## src/rtl/ifetch_queue.sv

```systemverilog
// Instruction fetch front end: issues word reads, buffers responses in an
// in-order prefetch FIFO, and flushes/discards stale responses on redirect.
module ifetch_queue #(
  parameter int              AW       = 32,
  parameter int              DEPTH    = 4,
  parameter int              MAX_OUT  = 2,
  parameter logic [AW-1:0]   RESET_PC = '0
) (
  input  logic          clk,
  input  logic          nreset,
  output logic          req_valid,
  input  logic          req_ready,
  output logic [AW-1:0] req_addr,
  input  logic          rsp_valid,
  input  logic [31:0]   rsp_data,
  output logic          inst_valid,
  input  logic          inst_ready,
  output logic [31:0]   inst_data,
  output logic [AW-1:0] inst_pc,
  input  logic          redir_valid,
  input  logic [AW-1:0] redir_pc,
  output logic          busy
);

  localparam int PW = $clog2(DEPTH);
  localparam int CW = $clog2(DEPTH + 1);
  localparam int OW = $clog2(MAX_OUT + 1);
  localparam int TW = (MAX_OUT > 1) ? $clog2(MAX_OUT) : 1;

  logic [AW-1:0] fetch_pc;
  logic [CW-1:0] count;
  logic [PW-1:0] rd_ptr, wr_ptr;
  logic [OW-1:0] live, discard;
  logic [TW-1:0] tag_rd, tag_wr;
  logic [31:0]   last_data;
  logic [AW-1:0] last_pc;

  logic [31:0]   data_mem [DEPTH];
  logic [AW-1:0] pc_mem   [DEPTH];
  logic [AW-1:0] tag_mem  [MAX_OUT];

  logic issue, push, pop;

  function automatic logic [TW-1:0] tag_next(input logic [TW-1:0] p);
    return (p == TW'(MAX_OUT - 1)) ? '0 : p + TW'(1);
  endfunction

  // Never issue past what the FIFO could absorb, so responses always have room.
  always_comb begin
    req_valid  = nreset && !redir_valid &&
                 (32'(count) + 32'(live) < 32'(DEPTH)) &&
                 (32'(live) + 32'(discard) < 32'(MAX_OUT));
    req_addr   = fetch_pc;
    issue      = req_valid && req_ready;
    push       = nreset && !redir_valid && rsp_valid && (discard == '0);
    inst_valid = (count != '0);
    pop        = inst_valid && inst_ready;
    inst_data  = inst_valid ? data_mem[rd_ptr] : last_data;
    inst_pc    = inst_valid ? pc_mem[rd_ptr]   : last_pc;
    busy       = (live != '0) || (discard != '0);
  end

  always_ff @(posedge clk) begin
    if (!nreset) begin
      fetch_pc  <= RESET_PC;
      count     <= '0;
      rd_ptr    <= '0;
      wr_ptr    <= '0;
      live      <= '0;
      discard   <= '0;
      tag_rd    <= '0;
      tag_wr    <= '0;
      last_data <= '0;
      last_pc   <= '0;
    end else if (redir_valid) begin
      // Everything in flight becomes stale; a response arriving now retires one of them.
      fetch_pc <= redir_pc;
      count    <= '0;
      rd_ptr   <= '0;
      wr_ptr   <= '0;
      tag_rd   <= '0;
      tag_wr   <= '0;
      live     <= '0;
      discard  <= discard + live - OW'(rsp_valid);
    end else begin
      if (issue) begin
        fetch_pc <= fetch_pc + AW'(1);
        tag_wr   <= tag_next(tag_wr);
      end
      if (rsp_valid && (discard != '0))
        discard <= discard - OW'(1);
      if (push) begin
        tag_rd <= tag_next(tag_rd);
        wr_ptr <= wr_ptr + PW'(1);
      end
      live  <= live + OW'(issue) - OW'(push);
      count <= count + CW'(push) - CW'(pop);
      if (pop) begin
        rd_ptr    <= rd_ptr + PW'(1);
        last_data <= data_mem[rd_ptr];
        last_pc   <= pc_mem[rd_ptr];
      end
    end
  end

  always_ff @(posedge clk) begin
    if (push) begin
      data_mem[wr_ptr] <= rsp_data;
      pc_mem[wr_ptr]   <= tag_mem[tag_rd];
    end
    if (issue)
      tag_mem[tag_wr] <= fetch_pc;
  end

  // A response with nothing outstanding means the memory side is broken.
  always_ff @(posedge clk) begin
    if (nreset)
      assert (!(rsp_valid && (live == '0) && (discard == '0)));
  end

endmodule

```

## config.mk

```make
export PLATFORM = sky130hd
export DESIGN_NAME = ifetch_queue
export DESIGN_NICKNAME = d
export VERILOG_FILES = /design/src/rtl/ifetch_queue.sv
export SDC_FILE = /design/constraint.sdc
export NUM_CORES = 1
export LEC_CHECK = 0
export ABC_AREA = 1
export CORE_UTILIZATION = 35
export DETAILED_ROUTE_END_ITERATION = 10
export PLACE_DENSITY_LB_ADDON = 0.1
export SLEW_MARGIN = 20
export SYNTH_ARGS = -nofsm -noshare
export SYNTH_HDL_FRONTEND = slang
export SYNTH_SLANG_ARGS = --single-unit
```

## constraint.sdc

```tcl
create_clock -name clk -period 13.4 [get_ports clk]
set_input_delay 2.01 -clock clk [delete_from_list [all_inputs] [get_ports clk]]
set_output_delay 2.01 -clock clk [all_outputs]
set_load 0.05 [all_outputs]
```

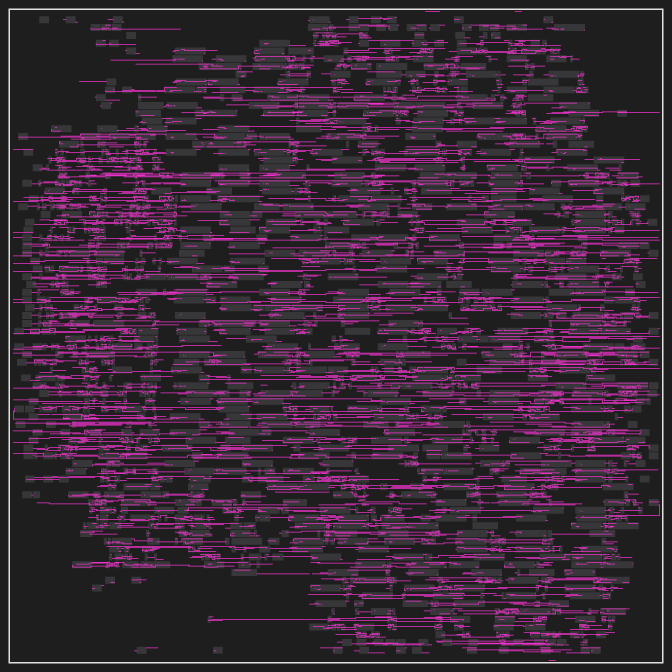
*Met1 routing, run 1*
Cells faint in the background.
main direction: horizontal
nets with wire on the layer: 1763
share of all routed wire: 48%
total wire length: 43800 um
routing usage on met1: 23.4%
via total after detailed routing: 12100

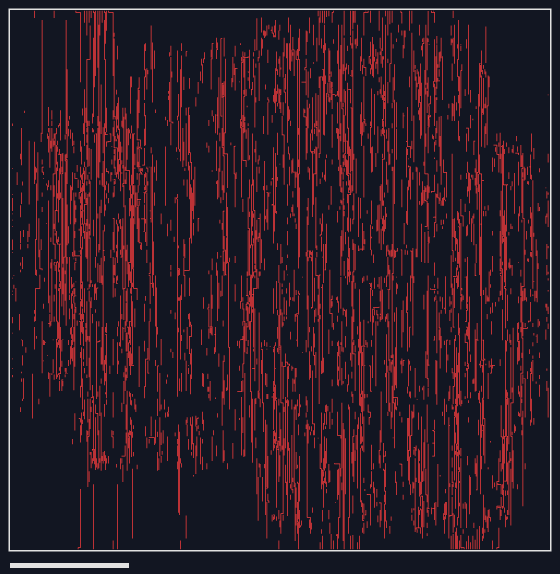
*Met2 routing, run 1*
The bar under the picture is 50 um long.
main direction: vertical
nets with wire on the layer: 1427
share of all routed wire: 46%
met2 track demand over resource: 27.3%

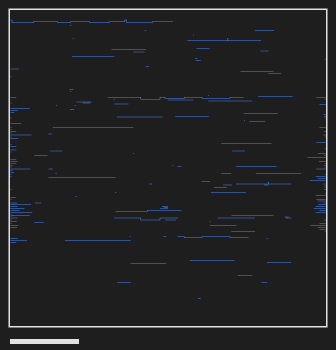
*Metal 3, run 1*
The bar under the picture is 50 um long.
wire length on this layer: 1770 um
share of all routed wire: 4.0%
global routing usage on met3: 3.20%

==> ci_impl_report.md, run 1 <==
### Yosys + OpenROAD results

| Metric | Value |
|---|---|
| Outcome | finished, final reports clean |
| Average wire length per cell after detail routing | 17.4 um |
| Sequential cell area | 11900 um^2 |
| Number of setup buffers added after CTS | 0 |
| Number of H-tree branching levels | 2 |
| Static power due to leakage | 7.71 nW |
| Overall die area | 51900 um^2 |
| Post-synth regs | 432 |
| Number of standard cells reported by yosys | 1667 |
| Remaining global-route overflow | 0 |
| Number of buffers added by the clock tree synthesis step | 47 |
| Yosys Chip Area | 17800 um^2 |
| Total number of warnings across the stage logs | 32 |
| Share of layout cells above drive strength 1 | 8.13% |
| # Max-Cap Violations | 0 |
| DR iter-0 viols | 688 |
| Element type at the critical path end | output pin |
| HPWL after detailed placement | 25900 um |
| Total number of clock tree sinks | 432 |
| # IOs | 169 |
| Fraction of the yosys area taken by sequential cells | 66.4% |
| Transition at the pin with the smallest max-transition slack | 0.986 ns |
[run 1: power breakdown]
group,switching [mW],internal [mW]
combinational,0.225,0.109
sequential,0.0249,1.46
clock,0.522,0.787
[run 1: path summary, 6_finish.rpt]
| kind | start | to | slack [ns] | depth (start not counted) |
|---|---|---|---|---|
| setup / recovery | nreset | req_valid | 7.20 | 7 |
| hold / removal | rd_ptr[1] | flop | 0.47 | 2 |
| hold reg to reg | rd_ptr[1] | flop | 0.47 | 2 |
| setup reg to reg | count[1] | last_pc[23] | 10.09 | 7 |
[run 1: layout by cell type (no fill, tap or decap), types with 4 or more instances in the layout]
master             n
inv_1            139
xnor2_1            7
a21oi_1          163
clkbuf_1           7
bufinv_16          6
clkinv_1          10
clkinvlp_4         4
clkbuf_16         49
clkdlybuf4s50_1  167
a31oi_1            4
nand2_1          152
ha_1              14
o21ai_0          203
xor2_1            12
edfxtp_1         320
nor2_4             6
o22ai_1           64
nor2_1           265
nor2_2             8
mux2_2            32
nand3_1           30
dfxtp_1          109
o21ai_1           19
clkinv_2          12
buf_4             15
[run 1: logic make-up after synthesis]
kind of cell	count (synthesis)	share of synthesized area, %
adders and majority gates	16	1.21
and+or+nand+nor	475	10.6
muxes	32	2.02
buffers and inverters	238	5.57
DFF	432	66.4
xor gates and xnor gates	19	0.932
AOI/OAI and AO/OA	455	13.3
[run 1: layer usage]
layer / track usage [%] / share of wire (%) / vias up
met1: 23.4 / 48 / 5791
met4: 4.35 / 1.8 / 0
li1: - / - / 6053
met5: 0 / 0 / -
met3: 3.20 / 4.0 / 53
met2: 27.3 / 46 / 241
[run 1: critical path: stages]
cell and delay [ns]:
buf_2 0.08, buf_4 0.32, inv_2 0.31, nor2_1 0.39
nand3_1 0.12, nor2_1 0.11, clkdlybuf4s50_1 0.82
### Clock wiring as the flow saved it, run 1

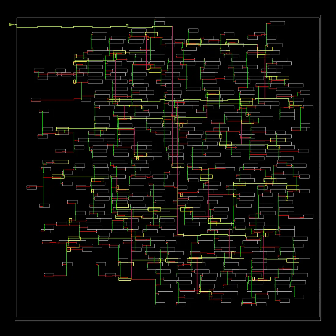

==> inputs of run 2 (changes only) <==
Clock period 13.4 ns to 5.3 ns, I/O delays scaled along.
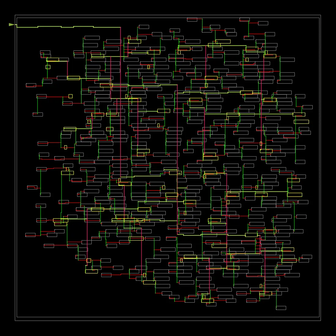
*Clock wiring as the flow saved it, run 2*
power in the clock group: 3.45 mW
final-layout clock buffer total: 60
number of buffers added by the clock tree synthesis step: 48
Layout Skew: 0.0151 ns
clk latency late pin: 0.57 ns

==> ci_impl_report.md, run 2 <==
### Yosys + OpenROAD results

| Metric | Value |
|---|---|
| Fraction of the yosys area taken by sequential cells | 66.4% |
| Prevailing logic family in the synthesized netlist | AND-OR/OR-AND gates |
| Transition at the pin with the smallest max-transition slack | 0.912 ns |
| Yosys Chip Area | 17800 um^2 |
| Total number of warnings across the stage logs | 30 |
| Group drawing the most power | registers |
| Share of layout cells above drive strength 1 | 8.86% |
| Outcome | finished, final reports clean |
| Via total after detailed routing | 12200 |
| Average wire length per cell after detail routing | 17.7 um |
| DR iter-0 viols | 786 |
| Mux contribution to synthesized area | 2.02% |
| Switching pwr | 1.97 mW |
| Post-synth regs | 432 |
| Number of standard cells reported by yosys | 1667 |
| Reported combinational group power | 0.851 mW |
| Combinational cell fraction of total power | 10.6% |
| Share of synthesized cell area in full adder, half adder and majority cells | 1.21% |
| Most numerous logic cells after layout | edfxtp_1, nor2_1, o21ai_0 |
| Share of total power in the clock network | 42.8% |
| Part of the power in registers | 46.7% |
| Area share of and-or/or-and cells after synthesis | 13.3% |
| Number of H-tree branching levels | 2 |
| Number of setup buffers added after CTS | 0 |
| Remaining global-route overflow | 0 |
| Proportion of total power due to net switching | 24.4% |
| HPWL after detailed placement | 27400 um |
| Startpoint of the most critical register-to-register path | count[1] |
## run 2: cell count changes in the layout (fill, tap and decap cells not counted), sizes merged
cell	delta
clkinvlp	-3
bufinv	+2
diode	+1
buf	+8
clkbuf	+3
clkinv	-2
## run 2: final timing paths
check,endpoint,slack (ns),cells past startpoint
max,inst_pc[31],1.15,7
min,flop,0.47,1
max reg2reg,last_data[17],2.39,7
min reg2reg,flop,0.47,1
## run 2: worst max-delay path, stage by stage, from the launching register on
cell             delay, ns
dfxtp_4               0.35
clkinv_2              0.40
buf_4                 0.49
o21ai_0               0.14
o22ai_1               0.15
inv_1                 0.08
a21oi_1               0.29
clkdlybuf4s50_1       0.87
## run 2: layout make-up
type | instances | area, um^2 | share of cell area [%]
timing repair buffer | 191 | 1890 | 8.64
multi-input combinational | 997 | 5050 | 23.2
inverter | 145 | 552 | 2.53
sequential | 432 | 11900 | 54.3
clock inverter | 27 | 342 | 1.56
clock buffer | 60 | 1300 | 5.94
antenna | 1 | 2.50 | 0.0115
tap | 672 | 841 | 3.85
## run 2: per-stage QoR
stage	instance area [um^2]	cells	total power, mW
4_1_cts	21800	2524	8.17
6_report	21800	2525	8.07
3_3_place_gp	20200	2437	4.69
5_1_grt	21800	2524	8.34
3_5_place_dp	20200	2437	4.69
2_1_floorplan	17800	1667	4.36
## run 2: layer usage
metal / routed length (um) / GRT usage (%) / part of all wire, %
met3: 1720 / 2.99 / 3.8
met2: 20400 / 27.7 / 46
met1: 21700 / 23.7 / 48
met5: 0 / 0 / 0
met4: 909 / 4.58 / 2.0
## run 2: cells by family after synthesis
kind of cell / Yosys count
flops: 432
xor+xnor: 19
simple gates: 475
compound gates: 455
fa+ha+maj: 16
buf+inv: 238
mux: 32
Power figures rest on the tool's default switching activity, not on a simulated workload.
